### Cell outlines without signal wires, run 1

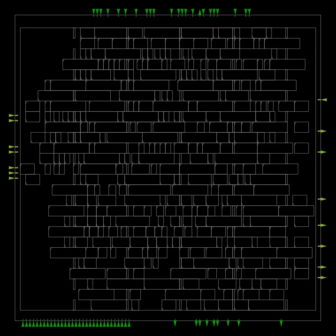
### Met3 routing, run 1

Scale bar: 20 µm.
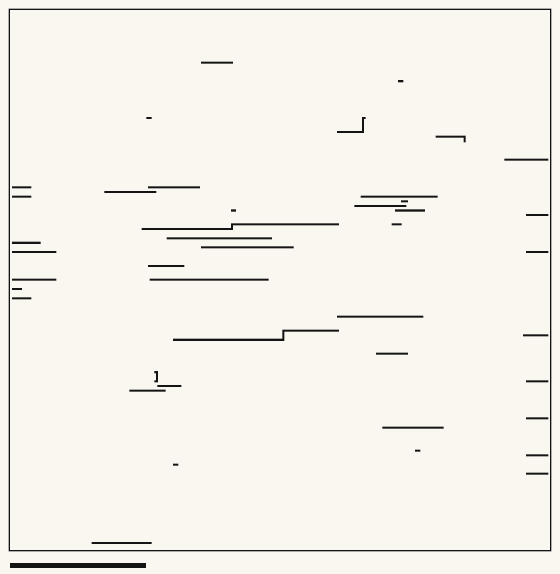
### Cell area per tile, run 1

8 x 8 tiles, from black (low) to pale yellow (high), 0 to 100% covered.
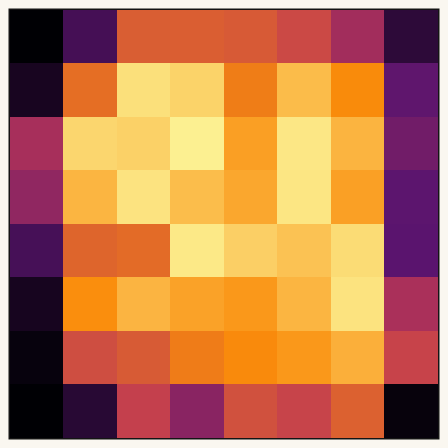
**src/rtl/matrix_pkg.sv**
```systemverilog
// Shared constants, colour codes and scan FSM encoding for the LED field scanner.
package matrix_pkg;
  localparam int ROWS   = 24;
  localparam int COLS   = 10;
  localparam int CELL_W = 3;
  localparam int ROW_W  = COLS * CELL_W;
  localparam int ADDR_W = 5;

  typedef enum logic [2:0] {
    BLACK = 3'd0,
    COL_I = 3'd1,
    COL_O = 3'd2,
    COL_T = 3'd3,
    COL_S = 3'd4,
    COL_Z = 3'd5,
    COL_J = 3'd6,
    COL_L = 3'd7
  } colour_t;

  typedef enum logic [2:0] {
    ST_READ,
    ST_CAPTURE,
    ST_SHIFT,
    ST_LATCH,
    ST_DISPLAY
  } scan_state_t;

  function automatic logic [CELL_W-1:0] cell_of(input logic [ROW_W-1:0] row_data,
                                                input logic [3:0] idx);
    logic [ROW_W-1:0] shifted;
    shifted = row_data >> (int'(idx) * CELL_W);
    return shifted[CELL_W-1:0];
  endfunction
endpackage

```
**src/rtl/row_overlay.sv**
```systemverilog
// Composites the snapshotted falling piece onto one raw field row (purely combinational).
module row_overlay
  import matrix_pkg::*;
(
  input  logic [ROW_W-1:0]  raw_row,
  input  logic [ADDR_W-1:0] row,
  input  logic [15:0]       piece_bits,
  input  logic [2:0]        piece_index,
  input  logic [3:0]        piece_x,
  input  logic [4:0]        piece_y,
  output logic [ROW_W-1:0]  comp_row
);
  logic [4:0] rel_row;
  logic [4:0] rel_col;
  logic       row_hit;

  // Mask columns beyond the field are never visited, so they drop out instead of wrapping.
  always_comb begin
    comp_row = raw_row;
    rel_col  = '0;
    rel_row  = row - piece_y;
    row_hit  = (row >= piece_y) && (rel_row < 5'd4) && (row < 5'(ROWS));
    for (int c = 0; c < COLS; c++) begin
      rel_col = 5'(c) - {1'b0, piece_x};
      if (row_hit && (5'(c) >= {1'b0, piece_x}) && (rel_col < 5'd4) &&
          piece_bits[{rel_row[1:0], rel_col[1:0]}])
        comp_row[c*CELL_W +: CELL_W] = piece_index;
    end
  end
endmodule

```
**src/rtl/field_scanner.sv**
```systemverilog
// Scans field RAM rows out to a HUB75-style panel; the falling-piece overlay is built
// only when PIECE_OVERLAY_EN is defined.
module field_scanner
  import matrix_pkg::*;
#(
  parameter int CLK_DIV = 2,
  parameter int ON_TIME = 256
) (
  input  logic        clk,
  input  logic        rst_n,
  output logic [4:0]  rd_addr,
  input  logic [29:0] rd_data,
  input  logic [15:0] piece_bits,
  input  logic [2:0]  piece_index,
  input  logic [3:0]  piece_x,
  input  logic [4:0]  piece_y,
  input  logic        game_busy,
  output logic [2:0]  panel_rgb,
  output logic        panel_sclk,
  output logic        panel_lat,
  output logic        panel_oe_n,
  output logic [4:0]  panel_row,
  output logic        frame_start
);
  localparam int CNT_MAX = (ON_TIME > CLK_DIV) ? ON_TIME : CLK_DIV;
  localparam int CNT_W   = $clog2(CNT_MAX + 1);

  scan_state_t      state, state_next;
  logic [4:0]       row;
  logic [3:0]       pix;
  logic [CNT_W-1:0] cnt;
  logic [ROW_W-1:0] row_buf;
  logic [ROW_W-1:0] comp_row;
  logic             div_done;
  logic             shift_done;
  logic             disp_done;

  // The registered RAM samples the address at the end of READ, so data is ready in CAPTURE.
  assign rd_addr    = row;
  assign div_done   = (cnt == CNT_W'(CLK_DIV - 1));
  assign shift_done = div_done && panel_sclk && (pix == 4'(COLS - 1));
  assign disp_done  = (cnt == CNT_W'(ON_TIME - 1));

`ifdef PIECE_OVERLAY_EN
  logic [15:0] snap_bits;
  logic [2:0]  snap_index;
  logic [3:0]  snap_x;
  logic [4:0]  snap_y;

  // Piece state is frozen once per frame so a frame never shows a half-updated piece.
  always_ff @(posedge clk or negedge rst_n) begin
    if (!rst_n) begin
      snap_bits  <= '0;
      snap_index <= '0;
      snap_x     <= '0;
      snap_y     <= '0;
    end else if ((state == ST_READ) && (row == '0) && !game_busy) begin
      snap_bits  <= piece_bits;
      snap_index <= piece_index;
      snap_x     <= piece_x;
      snap_y     <= piece_y;
    end
  end

  row_overlay u_overlay (
    .raw_row    (rd_data),
    .row        (row),
    .piece_bits (snap_bits),
    .piece_index(snap_index),
    .piece_x    (snap_x),
    .piece_y    (snap_y),
    .comp_row   (comp_row)
  );
`else
  logic unused_piece;
  assign unused_piece = ^{piece_bits, piece_index, piece_x, piece_y, game_busy};
  assign comp_row     = rd_data;
`endif

  always_ff @(posedge clk or negedge rst_n) begin
    if (!rst_n) state <= ST_READ;
    else        state <= state_next;
  end

  always_comb begin
    state_next = state;
    case (state)
      ST_READ:    state_next = ST_CAPTURE;
      ST_CAPTURE: state_next = ST_SHIFT;
      ST_SHIFT:   if (shift_done) state_next = ST_LATCH;
      ST_LATCH:   state_next = ST_DISPLAY;
      ST_DISPLAY: if (disp_done) state_next = ST_READ;
      default:    state_next = ST_READ;
    endcase
  end

  // One counter paces both the sclk half-periods and the display on-time.
  always_ff @(posedge clk or negedge rst_n) begin
    if (!rst_n) begin
      row         <= '0;
      pix         <= '0;
      cnt         <= '0;
      row_buf     <= '0;
      panel_rgb   <= '0;
      panel_sclk  <= 1'b0;
      panel_lat   <= 1'b0;
      panel_oe_n  <= 1'b1;
      panel_row   <= '0;
      frame_start <= 1'b0;
    end else begin
      frame_start <= (state == ST_READ) && (row == '0);
      case (state)
        ST_CAPTURE: begin
          row_buf    <= comp_row;
          panel_rgb  <= comp_row[CELL_W-1:0];
          panel_sclk <= 1'b0;
          pix        <= '0;
          cnt        <= '0;
        end
        ST_SHIFT: begin
          if (!div_done) begin
            cnt <= cnt + 1'b1;
          end else begin
            cnt <= '0;
            if (!panel_sclk) begin
              panel_sclk <= 1'b1;
            end else begin
              panel_sclk <= 1'b0;
              if (shift_done) begin
                panel_lat <= 1'b1;
                panel_row <= row;
              end else begin
                pix       <= pix + 4'd1;
                panel_rgb <= cell_of(row_buf, pix + 4'd1);
              end
            end
          end
        end
        ST_LATCH: begin
          panel_lat  <= 1'b0;
          panel_oe_n <= 1'b0;
          cnt        <= '0;
        end
        ST_DISPLAY: begin
          if (!disp_done) begin
            cnt <= cnt + 1'b1;
          end else begin
            cnt        <= '0;
            panel_oe_n <= 1'b1;
            row        <= (row == 5'(ROWS - 1)) ? 5'd0 : row + 5'd1;
          end
        end
        default: ;
      endcase
    end
  end
endmodule

```
**config.mk**
```make
export PLATFORM = sky130hd
export DESIGN_NAME = field_scanner
export DESIGN_NICKNAME = d
export VERILOG_FILES = /design/src/rtl/matrix_pkg.sv /design/src/rtl/row_overlay.sv /design/src/rtl/field_scanner.sv
export SDC_FILE = /design/constraint.sdc
export NUM_CORES = 1
export LEC_CHECK = 0
export ABC_AREA = 0
export CAP_MARGIN = 15
export CORE_UTILIZATION = 53
export DETAILED_ROUTE_END_ITERATION = 7
export PLACE_DENSITY = 0.89
export SYNTH_ARGS = -nofsm -noshare
export SYNTH_HDL_FRONTEND = slang
export SYNTH_SLANG_ARGS = --single-unit
```
**constraint.sdc**
```tcl
create_clock -name clk -period 3.65 [get_ports clk]
set_clock_uncertainty 0.1 [all_clocks]
set_input_delay 0.365 -clock clk [delete_from_list [all_inputs] [get_ports clk]]
set_output_delay 0.365 -clock clk [all_outputs]
set_load 0.02 [all_outputs]
```
==> impl_metrics.py, run 1 <==
# Metrics from the implementation run
metrics = {
    "route": {
        "wl_um": 6830,
        "routed_via_density": 5.67,
        "drt_iter0_markers": 208,
        "ant_nets": 0,
        "firstDrtPassIters": 4,
        "num_vias": 2495,
        "drc": 0,
        "wl_per_cell_um": 15.5,
    },
    "synth": {
        "top_area_cell": "dfrtp_1",
        "ys_ff": 63,
        "ys_cells": 318,
        "edf_count": 0,
        "most_common_cell": "nand2_1",
        "ys_warn_count": 0,
        "flop_cell": "dfrtp_1",
        "synthTopCellsByCount": "104 x nand2_1, 62 x dfrtp_1, 11 x clkbuf_1, 11 x nor2_1, 9 x inv_1",
        "synthCells": 318,
        "synth_nets": 387,
        "netlist_area_um2": 3180,
        "synth.avg_cell_area_um2": 10.0,
        "ys_top_cells_by_area": "dfrtp_1 49%, nand2_1 12%, mux4_2 4.2%, ha_1 3.1%, xnor2_1 2.2%",
        "top_cell_area_share": 0.487,
        "synthArstFlopShare": 1.00,
        "ys_chip_area_um2": 3180,
        "ys_seq_share": 0.496,
        "ys_types": 51,
    },
    "clocking": {
        "cts_max_path_buffers": 2,
        "numCtsBuffers": 9,
        "ctsRootBufferMaster": "clkbuf_8",
        "htreeDepth": 3,
        "clock-sinks": 63,
        "cts_hold_buffers": 0,
        "insertion_delay_ns": 0.34,
        "ctsResizeCount": 0,
        "cts_setup_buffers": 0,
        "clk_pin_slew_worst_paths_ns": 0.07,
        "cts_tree": "yes",
    },
    "worst_setup_path": {
        "crit_family": "flip-flops",
        "crit_buf_inv": 0,
        "r2r_slack_ns": 1.18,
        "ff2ff_path_depth": 5,
        "path_class": "register to register",
        "cp_slowest_stage_delay_ns": 0.81,
        "cp-startpoint": "pix[0]",
        "crit_chain": "ha_1 > xor2_1 > mux2i_1 > or3_1 > a41oi_2",
        "required_ns": 3.82,
        "critPathCapture": "panel_rgb[2]",
        "cp_max_fo": 13,
        "crit_cells": 5,
        "critPathCaptureType": "register",
        "critical_path.startpoint_type": "register",
        "r2r_start": "pix[0]",
        "slowest_stage": "dfrtp_1",
        "arrival_ns": 2.63,
        "reg2reg_to": "panel_rgb[2]",
    },
    "die": {
        "num_io_pins": 78,
        "die_w_um": 79.5,
        "fp_util": 0.564,
        "core_area_um2": 5640,
        "die_area_um2": 6320,
        "chipHeight_um": 79.5,
    },
    "final_timing": {
        "relSlewSlack": 0.263,
        "grt_setup_unrepaired": "false",
        "slew_violations": 0,
        "fin_tns_setup_ns": 0,
        "worst_slew_pin_slew_ns": 1.11,
        "finalCritPeriodShare": 0.676,
        "holdWs_ns": 0.0454,
        "fmax_mhz": 405,
        "period_needed_ns": 2.47,
        "layout_setup_ws_ns": 1.18,
        "setup_viol": 0,
        "finalHoldViolations": 0,
    },
    "hold_path": {
        "min-delay-path-class": "input pin to async pin",
    },
    "flow_run": {
        "tool_warnings": 59,
        "maxCapViolCount": 0,
    },
    "status": {
        "outcome": "complete, no violations",
    },
    "power": {
        "peakVddDrop_mv": 0.204,
        "total_power_mw": 1.47,
        "p_per_area_nw_per_um2": 376,
        "leakage_nw": 1.74,
    },
    "grt": {
        "grt_pass1_vias": 2470,
        "antenna_found_initial": 0,
        "track_usage": 0.242,
        "grt_pass1_wl_um": 11500,
        "grt_max_degree": 43,
        "grt-ovfl-total": 0,
    },
    "finish": {
        "antennaDiodeCount": 0,
        "areaGrowthSynthToFinish_pct": 22.4,
        "mostFrequentLayoutCells": "104 x nand2_1, 62 x dfrtp_1, 47 x clkdlybuf4s50_1, 11 x nor2_1, 10 x clkbuf_8",
        "mostFrequentLayoutCell": "nand2_1",
        "nNetsFinal": 433,
        "layout-drive-gt1-share": 0.114,
    },
    "placement": {
        "hpwl_um": 4650,
        "portBuffers": 48,
        "gpl.final_weighted_congestion": 0.811,
        "dp_worst_setup_slack_ns": 1.23,
    },
}
Notes on 'Cell outlines without signal wires' above:
Tap Cells: 72
FILL cells: 399
sequential share of cell area: 0.405
post-layout util: 0.691
row cnt: 27

Notes on 'Met3 routing' above:
longest straight run: 17.2 µm
main direction: horizontal
share of all routed wire: 3.8%

Notes on 'Cell area per tile' above:
nearly empty tiles: 4.7%
mean over tiles: 60%
emptiest ninth of the die: bottom left
densest ninth of the die: middle
fullest tile: 97%

run 1: power breakdown:
group	total, mW	internal (mW)	switching (mW)
Clock	0.657	0.397	0.260
Sequential	0.728	0.717	0.0109
Combinational	0.0818	0.0471	0.0347
Total	1.47	1.16	0.306
run 1: cell families (layout without fill, tap and decap cells):
group / after synthesis / in the layout / share of synthesized area
muxes: 22 / 22 / 0.0967
DFF: 63 / 63 / 0.496
xor gates and xnor gates: 9 / 9 / 0.0248
adders and majority gates: 8 / 8 / 0.0314
buffers and inverters: 24 / 74 / 0.0366
AOI/OAI and AO/OA: 35 / 35 / 0.0873
and+or+nand+nor: 157 / 157 / 0.228
run 1: stage by stage:
| step | cells | cell area (µm²) | util |
|---|---|---|---|
| 4_1_cts | 440 | 3900 | 0.691 |
| 3_5_place_dp | 425 | 3690 | 0.653 |
| 3_3_place_gp | 425 | 3690 | 0.653 |
| 2_1_floorplan | 318 | 3180 | - |
| 6_report | 440 | 3900 | 0.691 |
| 5_1_grt | 440 | 3900 | 0.691 |
run 1: state kept, by name (all words and copies together) (netlist names):
signal,cells
state,3
panel_rgb,3
frame_start,1
rd_addr,5
panel_sclk,1
pix,4
panel_lat,1
panel_row,5
cnt,9
row_buf,30
panel_oe_n,1
run 1: final cells by class:
class / instances / area [µm²]
sequential: 63 / 1580
multi-input combinational: 231 / 1490
timing repair buffer: 50 / 490
tap: 72 / 90.1
clock buffer: 11 / 141
clock inverter: 4 / 70.1
inverter: 9 / 33.8
fill: 399 / 1740
run 1: per-layer routing:
metal / routed length (µm) / up-vias / track usage
li1: - / 1180 / -
met1: 2900 / 1238 / 0.304
met2: 3490 / 59 / 0.394
met3: 257 / 18 / 0.0526
met4: 187 / 0 / 0.116
met5: 0 / - / 0
==> run 2: changes to the inputs <==
- CORE_UTILIZATION: 53 -> 49
- PLACE_DENSITY: 0.89 -> 0.83
- clock period: 3.65 -> 2.4 ns (I/O delays scaled with it)
### Port wiring, run 2

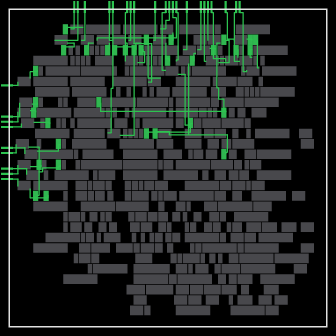
[green] `rd_data` | direction: input | end cells: 33 | buffers: 30 | wire: 622 µm

==> run 2 against run 1 <==
Net effect: combinational power is 56% higher; power rose by 47%; non-clock buffer count rose by 7.
==> impl_metrics.py, run 2 <==
# Metrics from the implementation run
metrics = {
    "status": {
        "outcome": "complete, no violations",
    },
    "final_timing": {
        "relSlewSlack": 0.621,
        "grt_setup_unrepaired": "false",
        "finalHoldViolations": 0,
        "holdWs_ns": 0.308,
        "layout_setup_ws_ns": 0.224,
        "slew_violations": 0,
        "fin_tns_setup_ns": 0,
        "setup_viol": 0,
        "period_needed_ns": 2.18,
        "worst_slew_pin_slew_ns": 0.568,
        "fmax_mhz": 460,
        "finalCritPeriodShare": 0.907,
    },
    "worst_setup_path": {
        "cp_max_fo": 6,
        "required_ns": 2.52,
        "path_class": "register to register",
        "critical_path.startpoint_type": "register",
        "arrival_ns": 2.30,
        "critPathCaptureType": "register",
    },
    "finish": {
        "largest-register": "row_buf",
        "design_area_um2": 3950,
        "top_regs": "row_buf: 30 flops, cnt: 9 flops",
        "nNetsFinal": 440,
        "areaGrowthSynthToFinish_pct": 24.2,
        "mostFrequentLayoutCells": "104 x nand2_1, 62 x dfrtp_1, 47 x clkdlybuf4s50_1, 11 x nor2_1",
        "largest_register_ffs": 30,
        "mostFrequentLayoutCell": "nand2_1",
        "post-route-util": 0.649,
        "layout-drive-gt1-share": 0.133,
        "antennaDiodeCount": 0,
        "final_cell_count_no_fill": 451,
    },
    "die": {
        "core_area_um2": 6100,
        "rows": 28,
        "num_io_pins": 78,
        "fp_util": 0.522,
        "die_w_um": 82.6,
        "chipHeight_um": 82.6,
        "die_area_um2": 6820,
    },
    "synth": {
        "synth.avg_cell_area_um2": 10.0,
        "edf_count": 0,
        "ys_warn_count": 0,
        "top_cell_area_share": 0.487,
        "ys_seq_share": 0.496,
        "synth_nets": 387,
        "ys_chip_area_um2": 3180,
        "flop_cell": "dfrtp_1",
        "synthCells": 318,
        "ys_ff": 63,
        "ys_cells": 318,
        "ys_top_cells_by_area": "dfrtp_1 49%, nand2_1 12%, mux4_2 4.2%, ha_1 3.1%, xnor2_1 2.2%",
        "synthArstFlopShare": 1.00,
        "synthTopCellsByCount": "104 x nand2_1, 62 x dfrtp_1, 11 x clkbuf_1, 11 x nor2_1, 9 x inv_1",
        "most_common_cell": "nand2_1",
        "netlist_area_um2": 3180,
        "top_area_cell": "dfrtp_1",
        "ys_types": 51,
    },
    "placement": {
        "portBuffers": 48,
        "placed_cell_area_um2": 3750,
        "gpl.final_weighted_congestion": 0.787,
        "hpwl_um": 4780,
        "dp_worst_setup_slack_ns": 0.253,
        "placed_cells": 434,
    },
    "flow_run": {
        "maxCapViolCount": 0,
        "tool_warnings": 59,
    },
    "route": {
        "firstDrtPassIters": 5,
        "drc": 0,
        "wl_per_cell_um": 15.3,
        "wl_um": 6890,
        "num_vias": 2493,
        "routed_via_density": 5.53,
        "ant_nets": 0,
        "drt_iter0_markers": 148,
    },
    "clocking": {
        "clock-sinks": 63,
        "cts_hold_buffers": 1,
        "insertion_delay_ns": 0.34,
        "ctsResizeCount": 0,
        "ctsRootBufferMaster": "clkbuf_8",
        "clk_pin_slew_worst_paths_ns": 0.08,
        "cts_max_path_buffers": 2,
        "htreeDepth": 3,
        "numCtsBuffers": 9,
        "cts_tree": "yes",
        "cts_setup_buffers": 0,
    },
    "grt": {
        "antenna_found_initial": 0,
        "grt_max_degree": 41,
        "track_usage": 0.230,
        "grt-ovfl-total": 0,
        "grt_pass1_vias": 2481,
        "grt_pass1_wl_um": 11500,
    },
    "hold_path": {
        "min-delay-path-class": "input pin to async pin",
    },
    "power": {
        "leakage_nw": 1.76,
        "total_power_mw": 2.16,
        "p_per_area_nw_per_um2": 546,
        "peakVddDrop_mv": 0.382,
    },
}
[run 2: layout make-up]
class,count,area (µm²)
clock buffers,9,124
clock inverters,7,72.6
inverters,9,33.8
multi-input cells,231,1490
flip-flops and latches,63,1580
well taps,75,93.8
repair buffers,57,558
fillers,497,2140
[run 2: cells by family (layout without fill, tap and decap cells)]
logic type	Yosys count	count (layout)	share of synthesized area
XOR/XNOR	9	9	0.0248
flip-flops	63	63	0.496
buffers and inverters	24	82	0.0366
adder cells (fa/ha/maj)	8	8	0.0314
multiplexers	22	22	0.0967
AND/OR/NAND/NOR	157	157	0.228
AND-OR/OR-AND	35	35	0.0873
[run 2: path summary, 6_finish.rpt]
path,from,endpoint,slack (ns),cells past startpoint
setup / recovery,cnt[0],rd_addr[3],0.22,8
hold / removal,rst_n,frame_start,0.31,2
setup reg to reg,cnt[0],rd_addr[3],0.22,8
hold reg to reg,row_buf[5],row_buf[5],0.37,2
max in group asynchronous,rst_n,panel_oe_n,1.24,3
min in group clk,rd_data[8],row_buf[8],0.31,3
[run 2: critical path: stages (launching register included)]
cell     delay (ns)
dfrtp_1        0.41
ha_1           0.21
nand3_1        0.08
or2_2          0.29
inv_1          0.07
ha_1           0.20
and3_1         0.29
nand4_1        0.12
mux2_2         0.29
[run 2: routing by layer]
metal | global-route usage | vias up | routed length, µm
met5 | 0 | - | 0
met3 | 0.0692 | 14 | 346
met2 | 0.364 | 64 | 3450
met4 | 0.100 | 0 | 137
li1 | - | 1197 | -
met1 | 0.292 | 1218 | 2970
[run 2: power breakdown]
part / switching, mW / total [mW] / internal (mW)
clock: 0.447 / 0.927 / 0.481
sequential: 0.0157 / 1.11 / 1.09
combinational: 0.0532 / 0.128 / 0.0751
Power is estimated from default activity; no workload was simulated.
